### The metal 3 layer, run 1

Scale: 8 px per um.
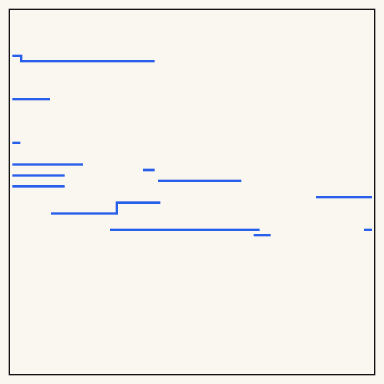
### Placement by cell class, run 1

Scale: 6 px per um.
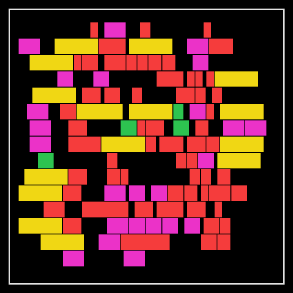
### Signal wires by layer, run 1

Scale: 8 px per um. Two of the layers only.
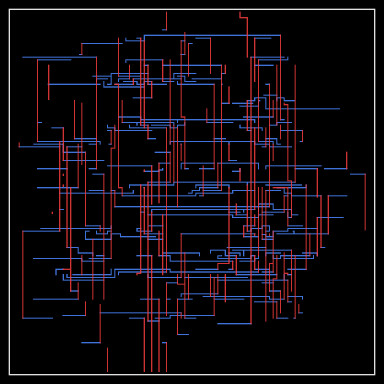
File: config.mk
export PLATFORM = sky130hd
export DESIGN_NAME = rr_arbiter4
export DESIGN_NICKNAME = d
export VERILOG_FILES = /design/src/rtl/rr_arbiter4.sv
export SDC_FILE = /design/constraint.sdc
export NUM_CORES = 1
export LEC_CHECK = 0
export CAP_MARGIN = 10
export CORE_UTILIZATION = 40
export DETAILED_ROUTE_END_ITERATION = 16
export SLEW_MARGIN = 40
export SYNTH_ARGS = -nofsm -noshare
export SYNTH_HDL_FRONTEND = slang
export SYNTH_SLANG_ARGS = --single-unit
File: constraint.sdc
create_clock -name clk -period 2 [get_ports clk]
set_input_delay 0.4 -clock clk [delete_from_list [all_inputs] [get_ports clk]]
set_output_delay 0.4 -clock clk [all_outputs]
set_load 0.05 [all_outputs]
File: src/rtl/rr_arbiter4.sv
`default_nettype none
// ============================================================================
// Module   : rr_arbiter4
// Brief    : Four-requester round-robin arbiter with registered one-hot grant,
//            encoded index and a hold-timeout watchdog that force-releases an
//            owner after MAX_HOLD consecutive cycles.
// Revision : 1.0 - initial release
// ============================================================================
module rr_arbiter4 #(
    parameter int MAX_HOLD = 16,
    parameter int CNT_W    = 5
) (
    input  logic       clk,
    input  logic       rst_n,
    input  logic [3:0] req,
    input  logic       done,
    output logic [3:0] gnt,
    output logic [1:0] gnt_idx,
    output logic       gnt_valid,
    output logic       timeout
);

    typedef enum logic [0:0] {
        S_IDLE  = 1'b0,
        S_GRANT = 1'b1
    } state_t;

    // Last counter value an owner may reach before it is forced off.
    localparam logic [CNT_W-1:0] c_hold_last = CNT_W'(MAX_HOLD - 1);

    state_t           state_q,   state_d;
    logic [3:0]       gnt_q,     gnt_d;
    logic [1:0]       idx_q,     idx_d;
    logic [1:0]       last_q,    last_d;
    logic [CNT_W-1:0] cnt_q,     cnt_d;
    logic             timeout_q, timeout_d;

    logic [1:0]       w_win_idx;
    logic             w_win_vld;
    logic             w_rel_withdraw;
    logic             w_rel_timeout;
    logic             w_release;

    // Rotating priority search: start just after the last owner, previous owner last.
    always_comb begin
        w_win_vld = 1'b0;
        w_win_idx = 2'd0;
        for (int k = 1; k <= 4; k++) begin
            if (!w_win_vld && req[last_q + 2'(k)]) begin
                w_win_vld = 1'b1;
                w_win_idx = last_q + 2'(k);
            end
        end
    end

    // Release conditions for the current owner; only meaningful in S_GRANT.
    assign w_rel_withdraw = ~req[idx_q];
    assign w_rel_timeout  = (cnt_q == c_hold_last);
    assign w_release      = (state_q == S_GRANT) &&
                            (done || w_rel_withdraw || w_rel_timeout);

    // Next-state and next-output logic for the IDLE/GRANT controller.
    always_comb begin
        state_d   = state_q;
        gnt_d     = gnt_q;
        idx_d     = idx_q;
        last_d    = last_q;
        cnt_d     = cnt_q;
        timeout_d = 1'b0;
        case (state_q)
            S_IDLE: begin
                if (w_win_vld) begin
                    state_d = S_GRANT;
                    gnt_d   = 4'b0001 << w_win_idx;
                    idx_d   = w_win_idx;
                    last_d  = w_win_idx;
                    cnt_d   = '0;
                end
            end
            S_GRANT: begin
                if (w_release) begin
                    // A watchdog release is only reported when nothing else released the owner.
                    timeout_d = w_rel_timeout & ~done & ~w_rel_withdraw;
                    if (w_win_vld) begin
                        gnt_d  = 4'b0001 << w_win_idx;
                        idx_d  = w_win_idx;
                        last_d = w_win_idx;
                        cnt_d  = '0;
                    end else begin
                        state_d = S_IDLE;
                        gnt_d   = 4'b0000;
                        idx_d   = 2'd0;
                        cnt_d   = '0;
                    end
                end else if (cnt_q != c_hold_last) begin
                    cnt_d = cnt_q + CNT_W'(1);
                end
            end
            default: begin
                state_d = S_IDLE;
                gnt_d   = 4'b0000;
                idx_d   = 2'd0;
                cnt_d   = '0;
            end
        endcase
    end

    // State and output registers with synchronous active-low reset.
    always_ff @(posedge clk) begin
        if (!rst_n) begin
            state_q   <= S_IDLE;
            gnt_q     <= 4'b0000;
            idx_q     <= 2'd0;
            last_q    <= 2'd3;
            cnt_q     <= '0;
            timeout_q <= 1'b0;
        end else begin
            state_q   <= state_d;
            gnt_q     <= gnt_d;
            idx_q     <= idx_d;
            last_q    <= last_d;
            cnt_q     <= cnt_d;
            timeout_q <= timeout_d;
        end
    end

    assign gnt       = gnt_q;
    assign gnt_idx   = idx_q;
    assign gnt_valid = |gnt_q;
    assign timeout   = timeout_q;

endmodule
`default_nettype wire

==> metrics.yaml, run 1 <==
clocking:
  postCtsSetupRepairBufs: 0
  cts_buffers: 3
  hold_buffers: 0
  clkSlewWorstSetupHoldPaths_ns: 0.09
  clock_path_buffers: 2
  clk_latency_ns: 0.28
  clock_sinks: 15
  tritoncts: "built"
power:
  power_density_mw_per_mm2: 739
  comb-power_mw: 0.241
  power.internal_mw: 0.499
  irDropWorstVdd_uv: 499
  pwr-share-comb_pct: 32.1
  power.clock.fraction_pct: 22.5
  p_seq_mw: 0.343
  p_leak_nw: 0.401
  pwr-share-seq_pct: 45.5
floorplanning:
  dieArea_sq_mm: 0.00207
  dieHeight_um: 45.5
  pin_count: 15
final_timing:
  hold_ws_ns: 0.483
  finalCritPeriodShare_pct: 95.5
  finalSetupViolations: 0
  slew_violations: 0
  tightestPinTransition_ns: 0.677
  fmax_mhz: 524
placed_design:
  portBuffers: 14
  place.gp.congestion: 0.754
  post-place-ws_ns: -0.212
  dp_cells: 124
finish:
  logic_area_sq_um: 434
  final_cells: 128
synthesis:
  simple_gate_area_share_pct: 26.4
  synth.top_cells.by_count: "dfxtp_1, nor2_1, nand3_1, o21ai_0, inv_1"
  ys_sh_mux_pct: 5.62
  ys_sh_aoi_pct: 20.8
  netlist.area_leader.share_pct: 39.7
  ys_seq_share_pct: 39.7
  yosys.area_share.adder_pct: 3.31
  yosys_area_sq_um: 757
  most_common_cell: "dfxtp_1"
critical_path:
  rr_worst_depth: 4
  startpoint: "req[3]"
  r2r-end: "gnt[2]"
  reg2reg_slack_ns: 0.28
  critical_path_arrival_ns: 2.14
drt:
  ant_nets: 0
  drc_errors: 0
  vias: 652
min_path:
  hold_end: "cnt_q[3]"
global_routing:
  grt_pass1_wl_mm: 2.64
outcome:
  outcome: "finished clean"
-- 'The metal 3 layer' (at the start) --
longest straight run = 18.4 um
main direction = horizontal
wire length on this layer = 97.8 um
GR Util met3: 7.54%
final WL: 1.67 mm

-- 'Placement by cell class' (at the start) --
red -> combinational and other logic  # cells 60
yellow -> sequential cells  # cells 15
magenta -> remaining buffers and delay cells  # cells 24
green -> clock drivers and dummy loads  # cells 4
sequential cell area share: 29.6%
FP Rows: 15
fin area: 0.00102 sq mm
core footprint: 0.00175 sq mm
Final Core Density: 58.4%

-- 'Signal wires by layer' (at the start) --
red -> metal 2  # wire length 776 um
blue -> metal 1  # wire length 783 um
post-DR wirelength/cell: 13.0 um
GRT Util Overall: 18.7%

[run 1: per-layer routing]
| metal | GRT usage [%] | wire, um | up-vias |
|---|---|---|---|
| met5 | 0 | 0 | - |
| met4 | 5.45 | 13 | 0 |
| met3 | 7.54 | 97 | 2 |
| met2 | 29.1 | 776 | 16 |
| met1 | 23.7 | 782 | 292 |
| li1 | - | - | 342 |
[run 1: layout make-up]
cell class,count,share of cell area (%)
clock inverters,1,0.491
inverters,3,1.11
multi-input cells,57,42.6
clock buffers,3,2.21
well taps,25,3.07
flip-flops and latches,15,29.6
repair buffers,24,20.9
[run 1: critical path: stages]
cell	delay (ns)
clkdlybuf4s50_1	0.43
or4_2	0.75
nor2_4	0.24
o21a_4	0.18
a22o_1	0.14
==> run 2, diff against run 1 <==
--- a/config.mk
+++ b/config.mk
@@ -5,9 +5,10 @@
 export SDC_FILE = /design/constraint.sdc
 export NUM_CORES = 1
 export LEC_CHECK = 0
-export CAP_MARGIN = 10
-export CORE_UTILIZATION = 40
+export CAP_MARGIN = 30
+export CORE_UTILIZATION = 44
 export DETAILED_ROUTE_END_ITERATION = 16
+export PLACE_DENSITY = 0.7
 export SLEW_MARGIN = 40
 export SYNTH_ARGS = -nofsm -noshare
 export SYNTH_HDL_FRONTEND = slang
==> metrics.yaml, run 2 <==
outcome:
  outcome: "finished, violations left"
  violations: "DRC"
synthesis:
  ys_sh_aoi_pct: 20.8  # unchanged
  most_common_cell: "dfxtp_1"
  ys_sh_mux_pct: 5.62  # unchanged
  synth.top_cells.by_count: "dfxtp_1, nor2_1, nand3_1, o21ai_0, inv_1"
  simple_gate_area_share_pct: 26.4  # unchanged
  yosys_area_sq_um: 757  # unchanged
  yosys.area_share.adder_pct: 3.31  # unchanged
  yosys_warnings: 0
  netlist.area_leader.share_pct: 39.7  # unchanged
  ys_seq_share_pct: 39.7  # unchanged
drt:
  ant_nets: 0  # unchanged
  drc_errors: 2  # +2
global_routing:
  use_met2_pct: 29.1  # -0.052 points
  grt_util_met1_pct: 26.2  # +2.5 points
  busiest_layer: "met2"
  grtUsageMet3_pct: 4.17  # -3.4 points
  grt_pass1_wl_mm: 2.70  # +2.1%
placed_design:
  place.gp.congestion: 0.765  # +1.5%
  dp_cells: 116  # -6.5%
clocking:
  clock_path_buffers: 2  # unchanged
  clkSlewWorstSetupHoldPaths_ns: 0.09  # about the same
  hold_buffers: 0  # unchanged
  tritoncts: "built"
  cts_buffers: 3  # unchanged
  clock_sinks: 15  # unchanged
critical_path:
  crit_cells: 5  # unchanged
  r2r-end: "gnt[2]"
  critical_path_arrival_ns: 2.09  # -0.05 ns
  startpoint: "req[3]"
  reg2reg_slack_ns: 0.32  # +0.04 ns
  critical-path-slowest-cell: "or4_2"
  path_buffers: 2  # +1
  rr_worst_depth: 4  # unchanged
  worstPathCellList: "clkdlybuf4s50_1, or4_2, nor2_4, buf_4, o311ai_0"
  crit_family: "simple AND/OR/NAND/NOR gates"
final_timing:
  slew_violations: 0  # unchanged
  finalSetupViolations: 0  # unchanged
  max_slew_margin_pct: 66.8
  finalCritPeriodShare_pct: 96.2  # +0.67 points
  hold_ws_ns: 0.490  # +0.00704 ns
  tightestPinTransition_ns: 0.497  # -0.179 ns
power:
  power_density_mw_per_mm2: 735  # -0.65%
  irDropWorstVdd_uv: 620  # +24%
  p_leak_nw: 0.424  # +5.7%
finish:
  final_cell_area_sq_mm: 0.00104  # +2.5%
floorplanning:
  dieArea_sq_mm: 0.00189  # -8.7%
  dieHeight_um: 43.5  # -4.5%
  pin_count: 15  # unchanged
min_path:
  hold_end: "gnt[3]"
[run 2: cell counts after synthesis]
Identical to the previous run, type by type.
[run 2: layer usage]
layer / vias up / part of all wire, %
li1: 355 / -
met1: 337 / 50
met2: 15 / 44
met3: 5 / 4.2
met4: 0 / 2.0
met5: - / 0
[run 2: cell type report]
type | instances | area, sq um | area share [%]
Multi-Input combinational cell | 57 | 434 | 41.6
Tap cell | 16 | 20.0 | 1.92
Timing Repair Buffer | 29 | 250 | 24.0
Inverter | 3 | 11.3 | 1.08
Clock buffer | 4 | 26.3 | 2.52
Sequential cell | 15 | 302 | 28.9
[run 2: power by group]
part | switching [mW] | internal [mW] | total [mW]
Sequential | 0.0204 | 0.321 | 0.341
Combinational | 0.139 | 0.110 | 0.249
Clock | 0.0987 | 0.0777 | 0.176
Total | 0.258 | 0.509 | 0.767
### Signal wires by layer, run 2

Scale: 8 px per um. Two of the layers only.
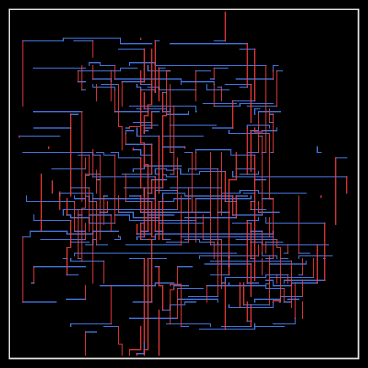
post-DR wirelength/cell: 13.6 um
via count: 712
final WL: 1.68 mm
GRT Util Overall: 19.4%

### Cell placement, run 2

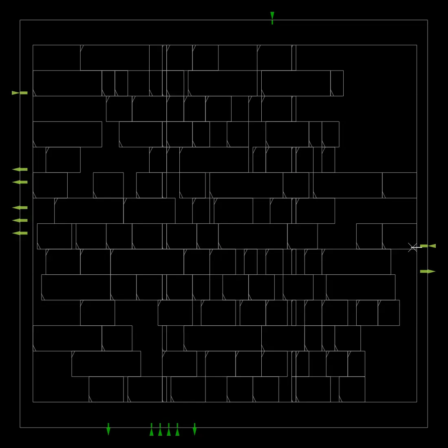
Final Core Density: 66.9%
non-filler instance count after layout: 124
Flops: 15
core footprint: 0.00156 sq mm
# Taps: 16

### Where the registers sit, run 2

Scale: 12 px per um.
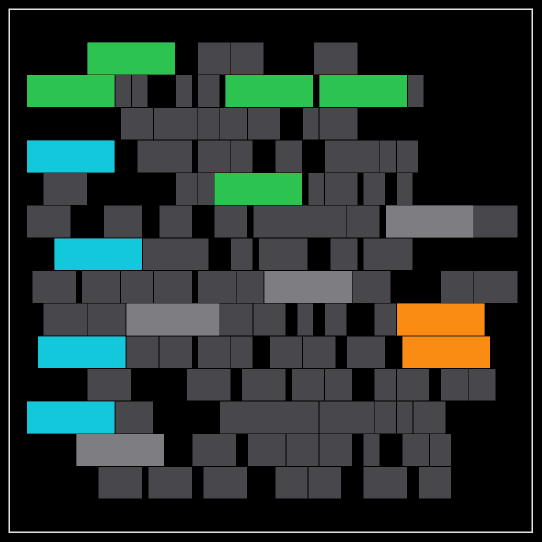
orange -> `last_q`  # placed flops 2
green -> `cnt_q`  # placed flops 5
cyan -> `gnt`  # placed flops 4
Flop area: 302 sq um
sequential cell area share: 28.9%
Seq. pwr: 0.341 mW

No activity file was given, so power comes from the tool's default toggle rates.
